## src/rtl/click_event_queue_pkg.sv

```systemverilog
// Shared types for the click event queue: window FSM states and event type.
// Used by the top, the event FIFO and the handshake interface.
package click_evt_pkg;

  localparam int CNT_W_DFLT = 3;

  typedef logic [CNT_W_DFLT-1:0] click_evt_t;

  typedef enum logic [1:0] {
    IDLE    = 2'd0,
    COLLECT = 2'd1,
    EMIT    = 2'd2
  } state_e;

endpackage

```

## src/rtl/click_event_queue_if.sv

```systemverilog
// Valid/ready event stream from the click queue to the register logic.
// The master side presents the FIFO head; the slave side accepts it.
interface click_event_queue_if #(
  parameter int CNT_W = click_evt_pkg::CNT_W_DFLT
) ();

  logic [CNT_W-1:0] evt_data;
  logic             evt_valid;
  logic             evt_ready;

  modport master (
    output evt_data,
    output evt_valid,
    input  evt_ready
  );

  modport slave (
    input  evt_data,
    input  evt_valid,
    output evt_ready
  );

endinterface

```

## src/rtl/click_event_queue_evt_fifo.sv

```systemverilog
// First-word-fall-through synchronous FIFO holding completed click events.
// Head reads straight from storage; it is zero while the FIFO is empty.
module evt_fifo
  import click_evt_pkg::*;
#(
  parameter int W     = CNT_W_DFLT,
  parameter int DEPTH = 4
) (
  input  logic         clk,
  input  logic         rst,
  input  logic         push,
  input  logic         pop,
  input  logic [W-1:0] din,
  output logic         full,
  output logic         empty,
  output logic [W-1:0] head
);

  localparam int AW = $clog2(DEPTH);

  logic [W-1:0]  mem [DEPTH];
  logic [AW-1:0] wr_ptr;
  logic [AW-1:0] rd_ptr;
  logic [AW:0]   occ;
  logic          do_push;
  logic          do_pop;

  assign full  = (occ == (AW+1)'(DEPTH));
  assign empty = (occ == '0);

  // A push into a full FIFO is still legal when the head leaves this cycle.
  assign do_pop  = pop && !empty;
  assign do_push = push && (!full || do_pop);

  assign head = empty ? '0 : mem[rd_ptr];

  always_ff @(posedge clk) begin
    if (do_push) begin
      mem[wr_ptr] <= din;
    end
  end

  always_ff @(posedge clk) begin
    if (rst) begin
      wr_ptr <= '0;
      rd_ptr <= '0;
      occ    <= '0;
    end else begin
      if (do_push) begin
        wr_ptr <= wr_ptr + AW'(1);
      end
      if (do_pop) begin
        rd_ptr <= rd_ptr + AW'(1);
      end
      unique case ({do_push, do_pop})
        2'b10:   occ <= occ + (AW+1)'(1);
        2'b01:   occ <= occ - (AW+1)'(1);
        default: occ <= occ;
      endcase
    end
  end

endmodule

```

## src/rtl/click_event_queue.sv

```systemverilog
// Groups debounced press pulses into multi-click events and queues them.
// Optional CLICK_EVENT_QUEUE_DROP_CNT_EN adds a saturating drop counter.
module click_event_queue
  import click_evt_pkg::*;
#(
  parameter int GAP_CYCLES = 50000,
  parameter int MAX_CLICKS = 7,
  parameter int CNT_W      = CNT_W_DFLT,
  parameter int FIFO_DEPTH = 4
) (
  input  logic                  clk,
  input  logic                  rst,
  input  logic                  press,
  click_event_queue_if.master   evt,
  output logic                  busy,
  output logic                  fifo_full,
  output logic                  drop
`ifdef CLICK_EVENT_QUEUE_DROP_CNT_EN
  ,
  output logic [7:0]            drop_cnt,
  input  logic                  drop_clr
`endif
);

  localparam int TW = $clog2(GAP_CYCLES);

  localparam logic [1:0] ST_IDLE    = IDLE;
  localparam logic [1:0] ST_COLLECT = COLLECT;
  localparam logic [1:0] ST_EMIT    = EMIT;

  localparam logic [TW-1:0]    RELOAD = TW'(GAP_CYCLES - 1);
  localparam logic [CNT_W-1:0] CMAX   = CNT_W'(MAX_CLICKS);

  logic [1:0]       state;
  logic [CNT_W-1:0] cnt;
  logic [CNT_W-1:0] cnt_nx;
  logic [TW-1:0]    timer;

  logic             emit;
  logic             push;
  logic             pop;
  logic             full;
  logic             empty;
  logic [CNT_W-1:0] head;

  assign cnt_nx = cnt + CNT_W'(1);
  assign emit   = (state == ST_EMIT);
  assign busy   = (state != ST_IDLE);

  assign pop  = !empty && evt.evt_ready;
  assign push = emit && (!full || pop);
  assign drop = emit && full && !pop;

  assign evt.evt_valid = !empty;
  assign evt.evt_data  = head;
  assign fifo_full     = full;

  always_ff @(posedge clk) begin
    if (rst) begin
      state <= ST_IDLE;
      cnt   <= '0;
      timer <= '0;
    end else begin
      unique case (1'b1)
        (state == ST_IDLE): begin
          if (press) begin
            cnt   <= CNT_W'(1);
            timer <= RELOAD;
            state <= ST_COLLECT;
          end
        end
        (state == ST_COLLECT): begin
          if (press) begin
            cnt   <= cnt_nx;
            timer <= RELOAD;
            if (cnt_nx == CMAX) begin
              state <= ST_EMIT;
            end
          end else if (timer == '0) begin
            state <= ST_EMIT;
          end else begin
            timer <= timer - TW'(1);
          end
        end
        (state == ST_EMIT): begin
          // A press here starts the next window so no click is lost.
          if (press) begin
            cnt   <= CNT_W'(1);
            timer <= RELOAD;
            state <= ST_COLLECT;
          end else begin
            state <= ST_IDLE;
          end
        end
        default: begin
          state <= ST_IDLE;
        end
      endcase
    end
  end

  evt_fifo #(
    .W     (CNT_W),
    .DEPTH (FIFO_DEPTH)
  ) u_fifo (
    .clk   (clk),
    .rst   (rst),
    .push  (push),
    .pop   (pop),
    .din   (cnt),
    .full  (full),
    .empty (empty),
    .head  (head)
  );

`ifdef CLICK_EVENT_QUEUE_DROP_CNT_EN
  always_ff @(posedge clk) begin
    if (rst) begin
      drop_cnt <= '0;
    end else if (drop_clr) begin
      drop_cnt <= {7'd0, drop};
    end else if (drop && (drop_cnt != 8'hff)) begin
      drop_cnt <= drop_cnt + 8'd1;
    end
  end
`endif

endmodule
```

## src/flat_wrapper.sv

```systemverilog
// flat-port wrapper written by rule: the top's interface ports become plain ports
module click_event_queue_flat import click_evt_pkg::*;
#(
  parameter int GAP_CYCLES = 50000,
  parameter int MAX_CLICKS = 7,
  parameter int CNT_W      = CNT_W_DFLT,
  parameter int FIFO_DEPTH = 4
)
  (clk, rst, press, busy, fifo_full, drop, evt_evt_data, evt_evt_valid, evt_evt_ready);
  click_event_queue_if #(.CNT_W(CNT_W)) evt_i ();
  input  logic clk;
  input  logic rst;
  input  logic press;
  output logic busy;
  output logic fifo_full;
  output logic drop;
  output wire logic [$bits(evt_i.evt_data)-1:0] evt_evt_data;
  output wire logic [$bits(evt_i.evt_valid)-1:0] evt_evt_valid;
  input wire logic [$bits(evt_i.evt_ready)-1:0] evt_evt_ready;
  assign evt_evt_data = evt_i.evt_data;
  assign evt_evt_valid = evt_i.evt_valid;
  assign evt_i.evt_ready = evt_evt_ready;
  click_event_queue #(.GAP_CYCLES(GAP_CYCLES), .MAX_CLICKS(MAX_CLICKS), .CNT_W(CNT_W), .FIFO_DEPTH(FIFO_DEPTH)) u_core (.clk(clk), .rst(rst), .press(press), .evt(evt_i), .busy(busy), .fifo_full(fifo_full), .drop(drop));
endmodule
```

## config.mk

```make
export PLATFORM = sky130hd
export DESIGN_NAME = click_event_queue_flat
export DESIGN_NICKNAME = d
export VERILOG_FILES = /design/src/rtl/click_event_queue_pkg.sv /design/src/rtl/click_event_queue_if.sv /design/src/rtl/click_event_queue_evt_fifo.sv /design/src/rtl/click_event_queue.sv /design/src/flat_wrapper.sv
export SDC_FILE = /design/constraint.sdc
export NUM_CORES = 1
export LEC_CHECK = 0
export CORE_ASPECT_RATIO = 0.8
export CORE_MARGIN = 5
export CORE_UTILIZATION = 45
export CTS_BUF_LIST = sky130_fd_sc_hd__clkbuf_8
export DETAILED_ROUTE_END_ITERATION = 8
export GPL_TIMING_DRIVEN = 0
export HOLD_SLACK_MARGIN = 0.1
export SLEW_MARGIN = 20
export SYNTH_ARGS = -nofsm -noshare
export SYNTH_HDL_FRONTEND = slang
export SYNTH_SLANG_ARGS = --single-unit
```

## constraint.sdc

```tcl
create_clock -name clk -period 3.5 [get_ports clk]
set_clock_uncertainty 0.2 [all_clocks]
set_input_delay 0.7 -clock clk [delete_from_list [all_inputs] [get_ports clk]]
set_output_delay 0.7 -clock clk [all_outputs]
set_load 0.01 [all_outputs]
```

Figure 1. Logic cells by family.
The bar under the picture is 20 um long.
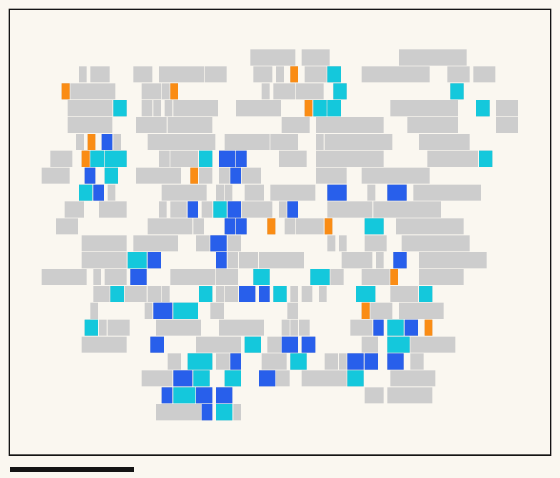
legend:
  blue:
    family: inverting AOI/OAI gates
    cells: 36
  cyan:
    family: AND and OR gates
    cells: 35
  orange:
    family: inverters
    cells: 12

==> Changelog: implementation <==
### Metrics

* Top-count cell post-synth: dfxtp_1
* Start point of the critical path: evt_evt_ready
* Buffers, non-clock at 17
* First-iteration detailed-routing DRC count at 114
* Leading cell kind: logic gates
* Max FFs per register at 16
* Die Ht at about 72 um
* Placed cell areas at around 0.0023 mm^2
* N_diodes at 0
* Crit-path cells: clkdlybuf4s50_1 -> or4b_2 -> nor3b_2 -> inv_1 -> ha_1 -> inv_1 -> fa_1 -> xor2_1 -> or3_1 -> a21oi_1
* Switching share of total power at ~23%
* Data required time of the worst path at 3520 ps
* Register area at 961 um^2
* Min cycle time layout at 3340 ps
* GRT met1 Usage at 22.7%
* GRT overflow at 0
* Max H-tree Level at 2
* Clk pwr share at between 30 and 40%
* Non-clk invs at 12
* Final setup fails at 0
* Busiest grt layer: met2
* Sequential cell fraction of total power at roughly 54%
* R2R Path Start: u_core.u_fifo.occ[0]
* Max Cap Viol at 0
* CTS tree: yes
* Max Clk Rate at 299 MHz
* Fillers at 411
* Synth Warn # at 0
* Met1 wire length at ~2.3 mm
* Non-Clock Buffer Area Fraction at between 5 and 6%
* Post-synth cell types at between 40 and 50
* Synth cell count leaders: dfxtp_1, nor2_1, a21oi_1, edfxtp_1, inv_1
* Hold depth at 2
* Final Hold Viols at 0
* CTS sink cnt at 42
* Cts hold-fix bufs at 0
* Mux frac, synth at 4.58%
* Area added between synthesis and finish at 13.1%
* TritonRoute pass-1 iters at 4
* Top Consumer: sequential cells
* Biggest area cells: dfxtp_1, edfxtp_1, ha_1
* Logic pwr share at 9.1%
* Met2 global-route usage at around a quarter
* CP endpoint: u_core.u_fifo.occ[2]
* Crit path capture type: flop
* Root Driver: clkbuf_8
* Post-route ant nets at 0
* Logic share of the area at 45.6%
* Top cells excl fill/tap: dfxtp_1, nor2_1, inv_1
* CP arrival at around 3400 ps
* Adder share at approximately 6.2%
* Die area at 0.00622 mm^2
* Top flop regs: u_core.timer: 16 flops, u_core.u_fifo.mem: 12 flops
* CP max FO at 7
* Yosys cell count at approximately 210
* Startpoint Class: input pin
* Crit share post-route at 95.5%
* Worst slew pin tran at about 830 ps
* Gp weighted congestion at 0.907
* Ao+oa area frac at between 10% and 20%
* WL met2 at about 2.2 mm
* EDFF count, synth at 12
* Global-route wire length before repair at between 7 and 8 mm
* Tool warning count at 31
* Die width at around 87 um
* Top non-seq family: simple AND/OR/NAND/NOR gates
* Seq area share at between 30% and 40%
* Worst Reg-to-Reg Cells at 9
* RSZ-0062 raised after global routing: no
* Crit path kind: in2reg
* Final Power at a little under 1 mW
* Layout cells sized above 1 at about a tenth
* Sw power at 227 uW
* Max-area cell share at roughly 28%
* Final #Nets at ~240
* DRC viols at 0
* Top_reg_cell synth: dfxtp_1
* Post-Layout Inst Area at between 0.002 and 0.0025 mm^2
* Top Layer Used: met4
* Initial antenna violation count at 0
* # IOs at 11
* Placed cells at around 280
* Hold path endpoint: u_core.timer[9]
* Finished Layout Cells at roughly 290
* Most instantiated logic cell after routing: dfxtp_1
* Max stage delay on crit path at around 640 ps
* Post-CTS Setup Bufs at 0
* Logic area at ~0.0011 mm^2
* Stages on worst setup path at 10
* Worst VDD drop at between 0.3 and 0.4 mV
* Pin count of the biggest net entering global routing at 14
* DP HPWL at roughly 3.6 mm
* Relative slew slack at 44.0%
* Max stage delay cell, worst path: or4b_2
* TritonCTS Buffers at 5
* Pre-CTS WS at -188 ps
* Vias/cell at 5.85
* Leakage at around 0.86 nW
* Setup slack, reg-to-reg at roughly 630 ps
* Largest area contributor in the netlist: dfxtp_1
* Number of global-route vias before repair at 1556
* Bufs on Longest Clock Path at 2
* Placeable Area at about 0.0046 mm^2
* Power per cell area at around 400 mW/mm^2
* Setup TNS at 0 ps
* Final Hold Slack at roughly 310 ps
* Clock-cell share at 4.41%
* Tap Count at approximately 60
* Cells after synthesis at roughly 210
* Chip Area, Yosys at approximately 0.0021 mm^2
* Max-slew violations at 0
* Seq/Total Area, Yosys at approximately 45%
* Initial core utilization at 46.4%
* Hold Startpoint: u_core.timer[9]
* CP bufs+invs at 3
* Syn Std Cell Area at approximately 0.0021 mm^2
* HP Class: reg2reg
* Final Util at between 50% and 60%
* Xor/xnor share at under 10%
* Clock buf count at 5
* Family with the most delay on the worst path: simple AND/OR/NAND/NOR gates
* Clock Latency Late Sink at 290 ps
* Final worst setup slack at about 160 ps
* Internal at approximately 750 uW
* Synth flops at ~42
* DR WL met3 at about 240 um
* Status: complete, no violations
* R2r endpoint: u_core.u_fifo.occ[2]
* Combinational cell power at just under 90 uW
* Mapped Avg Cell Area at ~10 um^2
* M3 GR Usage at under 10%
* IO buf count at 9
* Multi-input gates at 149
* Async SR Flop Fraction at 0%
* Syn_nets at 225
* Simple share at between 20 and 25%
* Std-Cell Rows at 22
* Reg clk slew, reported paths at roughly 70 ps
Figure 2. Routed metal, one colour a layer.
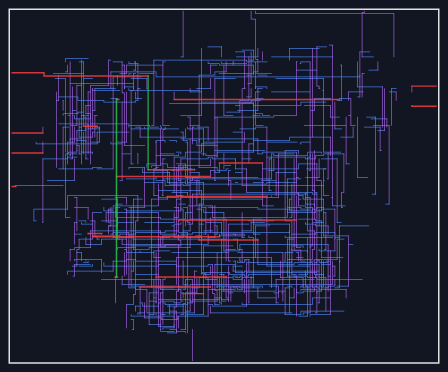
legend:
  purple:
    layer: met2
    wire_length: 2170 um
  blue:
    layer: met1
    wire_length: 2260 um
  red:
    layer: met3
    wire_length: 243 um
  green:
    layer: met4
    wire_length: 55.1 um
total number of vias: 1685
Total Routing Usage GR: 16.1%
per-cell routed wire length: 16.4 um
DRT Wirelength: 4.73 mm

No activity file was given, so power comes from the tool's default toggle rates.
